===== config.mk =====
export PLATFORM = sky130hd
export DESIGN_NAME = axi_write_dispatch_fsm_flat
export DESIGN_NICKNAME = d
export VERILOG_FILES = /design/src/rtl/axi_write_dispatch_fsm_if.sv /design/src/rtl/axi_write_dispatch_fsm.sv /design/src/flat_wrapper.sv
export SDC_FILE = /design/constraint.sdc
export NUM_CORES = 1
export LEC_CHECK = 0
export ABC_AREA = 1
export CELL_PAD_IN_SITES_DETAIL_PLACEMENT = 1
export CELL_PAD_IN_SITES_GLOBAL_PLACEMENT = 1
export CORE_ASPECT_RATIO = 0.9
export CORE_MARGIN = 4
export CORE_UTILIZATION = 22
export CTS_BUF_LIST = sky130_fd_sc_hd__clkbuf_4
export DETAILED_ROUTE_END_ITERATION = 7
export PLACE_DENSITY_LB_ADDON = 0.1
export SLEW_MARGIN = 20
export SYNTH_ARGS = -nofsm -noshare
export SYNTH_HDL_FRONTEND = slang
export SYNTH_SLANG_ARGS = --single-unit
export TNS_END_PERCENT = 1

===== constraint.sdc =====
create_clock -name clk -period 2.95 [get_ports clk]
set_clock_uncertainty 0.15 [all_clocks]
set_input_delay 0.7375 -clock clk [delete_from_list [all_inputs] [get_ports clk]]
set_output_delay 0.7375 -clock clk [all_outputs]
set_load 0.005 [all_outputs]

===== src/rtl/axi_write_dispatch_fsm_if.sv =====
// AXI4 write-channel bundle (AW, W, B) between the interconnect slave port
// and the write dispatch FSM. Only the signals the dispatcher uses are carried.
interface axi_write_dispatch_fsm_if;
  logic [3:0]  axs_s0_awid;
  logic [31:0] axs_s0_awaddr;
  logic [7:0]  axs_s0_awlen;
  logic [2:0]  axs_s0_awsize;
  logic [1:0]  axs_s0_awburst;
  logic        axs_s0_awvalid;
  logic        axs_s0_awready;
  logic [31:0] axs_s0_wdata;
  logic [3:0]  axs_s0_wstrb;
  logic        axs_s0_wvalid;
  logic        axs_s0_wready;
  logic        axs_s0_bready;
  logic [3:0]  axs_s0_bid;
  logic        axs_s0_bvalid;

  // Interconnect side: issues addresses/data, accepts responses.
  modport master (
    output axs_s0_awid, axs_s0_awaddr, axs_s0_awlen, axs_s0_awsize,
           axs_s0_awburst, axs_s0_awvalid,
           axs_s0_wdata, axs_s0_wstrb, axs_s0_wvalid, axs_s0_bready,
    input  axs_s0_awready, axs_s0_wready, axs_s0_bid, axs_s0_bvalid
  );

  // Dispatcher side.
  modport slave (
    input  axs_s0_awid, axs_s0_awaddr, axs_s0_awlen, axs_s0_awsize,
           axs_s0_awburst, axs_s0_awvalid,
           axs_s0_wdata, axs_s0_wstrb, axs_s0_wvalid, axs_s0_bready,
    output axs_s0_awready, axs_s0_wready, axs_s0_bid, axs_s0_bvalid
  );
endinterface


===== src/rtl/axi_write_dispatch_fsm.sv =====
// AXI4 write-channel slave control. Accepts one write burst at a time and
// steers each beat to either the varint input FIFO group or the raw-data
// input FIFO group (selected by awaddr[SEL_BIT]), then returns a B response.
module axi_write_dispatch_fsm #(
  parameter int SEL_BIT = 12
) (
  input  logic                        clk,
  input  logic                        reset,
  axi_write_dispatch_fsm_if.slave     axs_s0,
  input  logic                        varint_in_fifo_full,
  output logic                        varint_in_fifo_clr,
  output logic                        varint_in_index_clr,
  output logic                        varint_in_fifo_push,
  output logic                        varint_in_index_push,
  input  logic                        raw_data_in_fifo_full,
  output logic                        raw_data_in_fifo_clr,
  output logic                        raw_data_in_index_clr,
  output logic                        raw_data_in_wstrb_clr,
  output logic                        raw_data_in_fifo_push,
  output logic                        raw_data_in_index_push,
  output logic                        raw_data_in_wstrb_push,
  output logic [31:0]                 wdata,
  output logic [3:0]                  wstrb,
  output logic [9:0]                  index
);

  typedef enum logic [1:0] {
    INIT     = 2'd0,
    AW_READY = 2'd1,
    W_READY  = 2'd2,
    B_RESP   = 2'd3
  } state_t;

  state_t      state_q;
  state_t      state_d;

  logic [3:0]  bid_reg;
  logic [7:0]  beats_left;
  logic        fixed_burst;
  logic        target;
  logic [9:0]  idx_reg;

  logic        aw_fire;
  logic        w_fire;
  logic        target_full;
  logic        wready_int;

  // Handshake qualifiers; wready is combinational on the selected FIFO's full.
  assign target_full = target ? raw_data_in_fifo_full : varint_in_fifo_full;
  assign wready_int  = (state_q == W_READY) && !target_full;
  assign aw_fire     = (state_q == AW_READY) && axs_s0.axs_s0_awvalid;
  assign w_fire      = wready_int && axs_s0.axs_s0_wvalid;

  // State register; reset abandons any in-flight burst without a response.
  always_ff @(posedge clk or posedge reset) begin
    if (reset) begin
      state_q <= INIT;
    end else begin
      state_q <= state_d;
    end
  end

  // Next-state logic.
  always_comb begin
    state_d = state_q;
    unique case (state_q)
      INIT:     state_d = AW_READY;
      AW_READY: if (aw_fire) state_d = W_READY;
      W_READY:  if (w_fire && (beats_left == 8'd0)) state_d = B_RESP;
      B_RESP:   if (axs_s0.axs_s0_bready) state_d = AW_READY;
      default:  state_d = INIT;
    endcase
  end

  // Burst context: captured on AW, advanced on every accepted beat.
  // Always loaded before use, so it carries no reset.
  always_ff @(posedge clk) begin
    if (aw_fire) begin
      bid_reg     <= axs_s0.axs_s0_awid;
      beats_left  <= axs_s0.axs_s0_awlen;
      fixed_burst <= (axs_s0.axs_s0_awburst == 2'b00);
      target      <= axs_s0.axs_s0_awaddr[SEL_BIT];
      idx_reg     <= axs_s0.axs_s0_awaddr[11:2];
    end else if (w_fire) begin
      beats_left  <= beats_left - 8'd1;
      if (!fixed_burst) begin
        idx_reg <= idx_reg + 10'd1;
      end
    end
  end

  // Output decode: clears in INIT, handshakes/pushes/data by state.
  always_comb begin
    varint_in_fifo_clr     = 1'b0;
    varint_in_index_clr    = 1'b0;
    raw_data_in_fifo_clr   = 1'b0;
    raw_data_in_index_clr  = 1'b0;
    raw_data_in_wstrb_clr  = 1'b0;
    varint_in_fifo_push    = 1'b0;
    varint_in_index_push   = 1'b0;
    raw_data_in_fifo_push  = 1'b0;
    raw_data_in_index_push = 1'b0;
    raw_data_in_wstrb_push = 1'b0;
    axs_s0.axs_s0_awready  = 1'b0;
    axs_s0.axs_s0_wready   = 1'b0;
    axs_s0.axs_s0_bvalid   = 1'b0;
    axs_s0.axs_s0_bid      = 4'd0;
    wdata                  = 32'd0;
    wstrb                  = 4'd0;
    index                  = 10'd0;
    unique case (state_q)
      INIT: begin
        varint_in_fifo_clr    = 1'b1;
        varint_in_index_clr   = 1'b1;
        raw_data_in_fifo_clr  = 1'b1;
        raw_data_in_index_clr = 1'b1;
        raw_data_in_wstrb_clr = 1'b1;
      end
      AW_READY: begin
        axs_s0.axs_s0_awready = 1'b1;
      end
      W_READY: begin
        axs_s0.axs_s0_wready = wready_int;
        wdata                = axs_s0.axs_s0_wdata;
        wstrb                = axs_s0.axs_s0_wstrb;
        index                = idx_reg;
        if (w_fire) begin
          if (target) begin
            raw_data_in_fifo_push  = 1'b1;
            raw_data_in_index_push = 1'b1;
            raw_data_in_wstrb_push = 1'b1;
          end else begin
            varint_in_fifo_push    = 1'b1;
            varint_in_index_push   = 1'b1;
          end
        end
      end
      B_RESP: begin
        axs_s0.axs_s0_bvalid = 1'b1;
        axs_s0.axs_s0_bid    = bid_reg;
      end
      default: ;
    endcase
  end

endmodule


===== src/flat_wrapper.sv =====
// flat-port wrapper written by rule: the top's interface ports become plain ports
module axi_write_dispatch_fsm_flat 
#(
  parameter int SEL_BIT = 12
)
  (clk, reset, varint_in_fifo_full, varint_in_fifo_clr, varint_in_index_clr, varint_in_fifo_push, varint_in_index_push, raw_data_in_fifo_full, raw_data_in_fifo_clr, raw_data_in_index_clr, raw_data_in_wstrb_clr, raw_data_in_fifo_push, raw_data_in_index_push, raw_data_in_wstrb_push, wdata, wstrb, index, axs_s0_axs_s0_awid, axs_s0_axs_s0_awaddr, axs_s0_axs_s0_awlen, axs_s0_axs_s0_awsize, axs_s0_axs_s0_awburst, axs_s0_axs_s0_awvalid, axs_s0_axs_s0_wdata, axs_s0_axs_s0_wstrb, axs_s0_axs_s0_wvalid, axs_s0_axs_s0_bready, axs_s0_axs_s0_awready, axs_s0_axs_s0_wready, axs_s0_axs_s0_bid, axs_s0_axs_s0_bvalid);
  axi_write_dispatch_fsm_if axs_s0_i ();
  input  logic clk;
  input  logic reset;
  input  logic varint_in_fifo_full;
  output logic varint_in_fifo_clr;
  output logic varint_in_index_clr;
  output logic varint_in_fifo_push;
  output logic varint_in_index_push;
  input  logic raw_data_in_fifo_full;
  output logic raw_data_in_fifo_clr;
  output logic raw_data_in_index_clr;
  output logic raw_data_in_wstrb_clr;
  output logic raw_data_in_fifo_push;
  output logic raw_data_in_index_push;
  output logic raw_data_in_wstrb_push;
  output logic [31:0] wdata;
  output logic [3:0] wstrb;
  output logic [9:0] index;
  input wire logic [$bits(axs_s0_i.axs_s0_awid)-1:0] axs_s0_axs_s0_awid;
  input wire logic [$bits(axs_s0_i.axs_s0_awaddr)-1:0] axs_s0_axs_s0_awaddr;
  input wire logic [$bits(axs_s0_i.axs_s0_awlen)-1:0] axs_s0_axs_s0_awlen;
  input wire logic [$bits(axs_s0_i.axs_s0_awsize)-1:0] axs_s0_axs_s0_awsize;
  input wire logic [$bits(axs_s0_i.axs_s0_awburst)-1:0] axs_s0_axs_s0_awburst;
  input wire logic [$bits(axs_s0_i.axs_s0_awvalid)-1:0] axs_s0_axs_s0_awvalid;
  input wire logic [$bits(axs_s0_i.axs_s0_wdata)-1:0] axs_s0_axs_s0_wdata;
  input wire logic [$bits(axs_s0_i.axs_s0_wstrb)-1:0] axs_s0_axs_s0_wstrb;
  input wire logic [$bits(axs_s0_i.axs_s0_wvalid)-1:0] axs_s0_axs_s0_wvalid;
  input wire logic [$bits(axs_s0_i.axs_s0_bready)-1:0] axs_s0_axs_s0_bready;
  output wire logic [$bits(axs_s0_i.axs_s0_awready)-1:0] axs_s0_axs_s0_awready;
  output wire logic [$bits(axs_s0_i.axs_s0_wready)-1:0] axs_s0_axs_s0_wready;
  output wire logic [$bits(axs_s0_i.axs_s0_bid)-1:0] axs_s0_axs_s0_bid;
  output wire logic [$bits(axs_s0_i.axs_s0_bvalid)-1:0] axs_s0_axs_s0_bvalid;
  assign axs_s0_i.axs_s0_awid = axs_s0_axs_s0_awid;
  assign axs_s0_i.axs_s0_awaddr = axs_s0_axs_s0_awaddr;
  assign axs_s0_i.axs_s0_awlen = axs_s0_axs_s0_awlen;
  assign axs_s0_i.axs_s0_awsize = axs_s0_axs_s0_awsize;
  assign axs_s0_i.axs_s0_awburst = axs_s0_axs_s0_awburst;
  assign axs_s0_i.axs_s0_awvalid = axs_s0_axs_s0_awvalid;
  assign axs_s0_i.axs_s0_wdata = axs_s0_axs_s0_wdata;
  assign axs_s0_i.axs_s0_wstrb = axs_s0_axs_s0_wstrb;
  assign axs_s0_i.axs_s0_wvalid = axs_s0_axs_s0_wvalid;
  assign axs_s0_i.axs_s0_bready = axs_s0_axs_s0_bready;
  assign axs_s0_axs_s0_awready = axs_s0_i.axs_s0_awready;
  assign axs_s0_axs_s0_wready = axs_s0_i.axs_s0_wready;
  assign axs_s0_axs_s0_bid = axs_s0_i.axs_s0_bid;
  assign axs_s0_axs_s0_bvalid = axs_s0_i.axs_s0_bvalid;
  axi_write_dispatch_fsm #(.SEL_BIT(SEL_BIT)) u_core (.clk(clk), .reset(reset), .axs_s0(axs_s0_i), .varint_in_fifo_full(varint_in_fifo_full), .varint_in_fifo_clr(varint_in_fifo_clr), .varint_in_index_clr(varint_in_index_clr), .varint_in_fifo_push(varint_in_fifo_push), .varint_in_index_push(varint_in_index_push), .raw_data_in_fifo_full(raw_data_in_fifo_full), .raw_data_in_fifo_clr(raw_data_in_fifo_clr), .raw_data_in_index_clr(raw_data_in_index_clr), .raw_data_in_wstrb_clr(raw_data_in_wstrb_clr), .raw_data_in_fifo_push(raw_data_in_fifo_push), .raw_data_in_index_push(raw_data_in_index_push), .raw_data_in_wstrb_push(raw_data_in_wstrb_push), .wdata(wdata), .wstrb(wstrb), .index(index));
endmodule

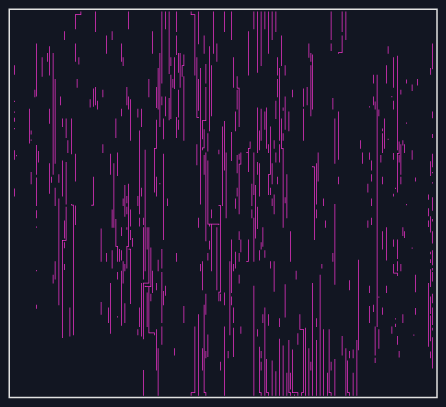
**Above:** metal 2.
Drawn at 4 px/um.
The layer holds 46% of the routed length. The layer carries 2,880 um of wire.
Routed WL: 6260 um
vias: 2,024
met2 Usage GRT: 19.6%

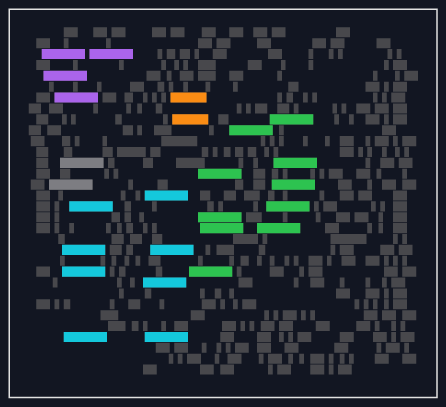
**Above:** sequential cells grouped by signal name.
Drawn at 4 px/um.
Key: purple = u_core.bid_reg [placed flops 4, where top left]; orange = u_core.state_q [placed flops 2]; cyan = u_core.beats_left [placed flops 8]; green = u_core.idx_reg [placed flops 10, where middle]
Another 2 sequential cells are not colored.
Seq/total area: 22.4%
Sequential Power: 688 uW
Core Util, Final: 40.3%
Sequential Area: 771 sq um

==> impl_metrics.ini <==
; synthesis and place-and-route metrics
[cts]
cts_root_buf = clkbuf_4
cts.sinks = 26
insertion_delay_ns = 0.33
cts_made_buffers = 3
clock_path_buffers = 2

[setup_path]
crit_fanout = 23
reg2reg_depth = 8
setup.worst_path.start = u_core.state_q[0]$_DFFE_PP0P_
worstPathRequired_ns = 2.06

[global_route]
globalRouteOverflowTotal = 0
grt_start_max_net_pins = 47

[floorplan]
die_width_um = 107
fp_util_pct = 22.5
die_height_um = 96.7

[yosys]
top_area_share_pct = 37.5
yosysWarnings = 0
ys_seq_elements = 26

[sta]
setup_ws_ns = 0.152
max_freq_mhz = 357
worst_slew_pin_slew_ns = 0.396
rsz0062_at_grt = yes
hold_slack_ns = 0.394

[place]
post_dp_cell_area_sq_mm = 0.00336
gp_congestion = 0.744
dp.cells = 514
pre_cts_slack_ns = -0.184

[cells_and_area]
fin_cells = 521

[status]
status = finished, final reports clean

[routing]
first_pass_iters = 4
met1_length_um = 2920

[power_and_ir_drop]
powerDensity_mw_per_mm2 = 664
power.total_mw = 2.28

[job]
maxCapViolCount = 0
==> cells in the mapped netlist, drive strengths merged <==
cell type,n
nor2,15
buf,15
dfrtp,2
nand3,10
o21bai,1
a31oi,1
o21ai,13
xnor2,6
edfxtp,24
o22ai,1
xor2,4
ha,7
or2,1
nand2,106
inv,67
==> routing by layer <==
layer / global-route usage [%] / up-vias
li1: - / 1052
met1: 15.1 / 889
met2: 19.6 / 79
met3: 2.07 / 4
met4: 3.05 / 0
met5: 0 / -
==> critical path, stage by stage (launching register included) <==
cell and delay [ns]:
dfrtp_1 0.46, inv_2 0.11, ha_4 0.20, buf_12 0.17
nand2_1 0.06, inv_1 0.05, clkdlybuf4s50_1 0.52
==> timing repair <==
item | 4_1_cts | 5_1_grt
gates cloned | 0 | 1
hold buffers | 0 | 0
setup endpoints to repair | 5 | 48
resized | 7 | 3
setup buffers | 0 | 2
==> logic make-up after synthesis <==
| kind of cell | count (synthesis) | synth area share, % |
|---|---|---|
| buffers and inverters | 82 | 18.0 |
| XOR/XNOR | 10 | 4.55 |
| AND-OR/OR-AND | 16 | 4.42 |
| AND/OR/NAND/NOR | 132 | 28.4 |
| flip-flops | 26 | 40.1 |
| adder cells (fa/ha/maj) | 7 | 4.55 |
==> power by group <==
part	total, mW	switching (mW)	internal (mW)
clock	0.161	0.111	0.0496
combinational	1.43	0.647	0.784
sequential	0.688	0.105	0.583
==> layout make-up <==
class | instances | area, sq um | area share [%]
inverters | 67 | 251 | 7.32
clock buffers | 3 | 22.5 | 0.655
well taps | 119 | 149 | 4.33
clock inverters | 1 | 3.75 | 0.109
repair buffers | 140 | 1410 | 41.1
multi-input cells | 165 | 826 | 24.0
flip-flops and latches | 26 | 771 | 22.4
Power figures rest on the tool's default switching activity, not on a simulated workload.
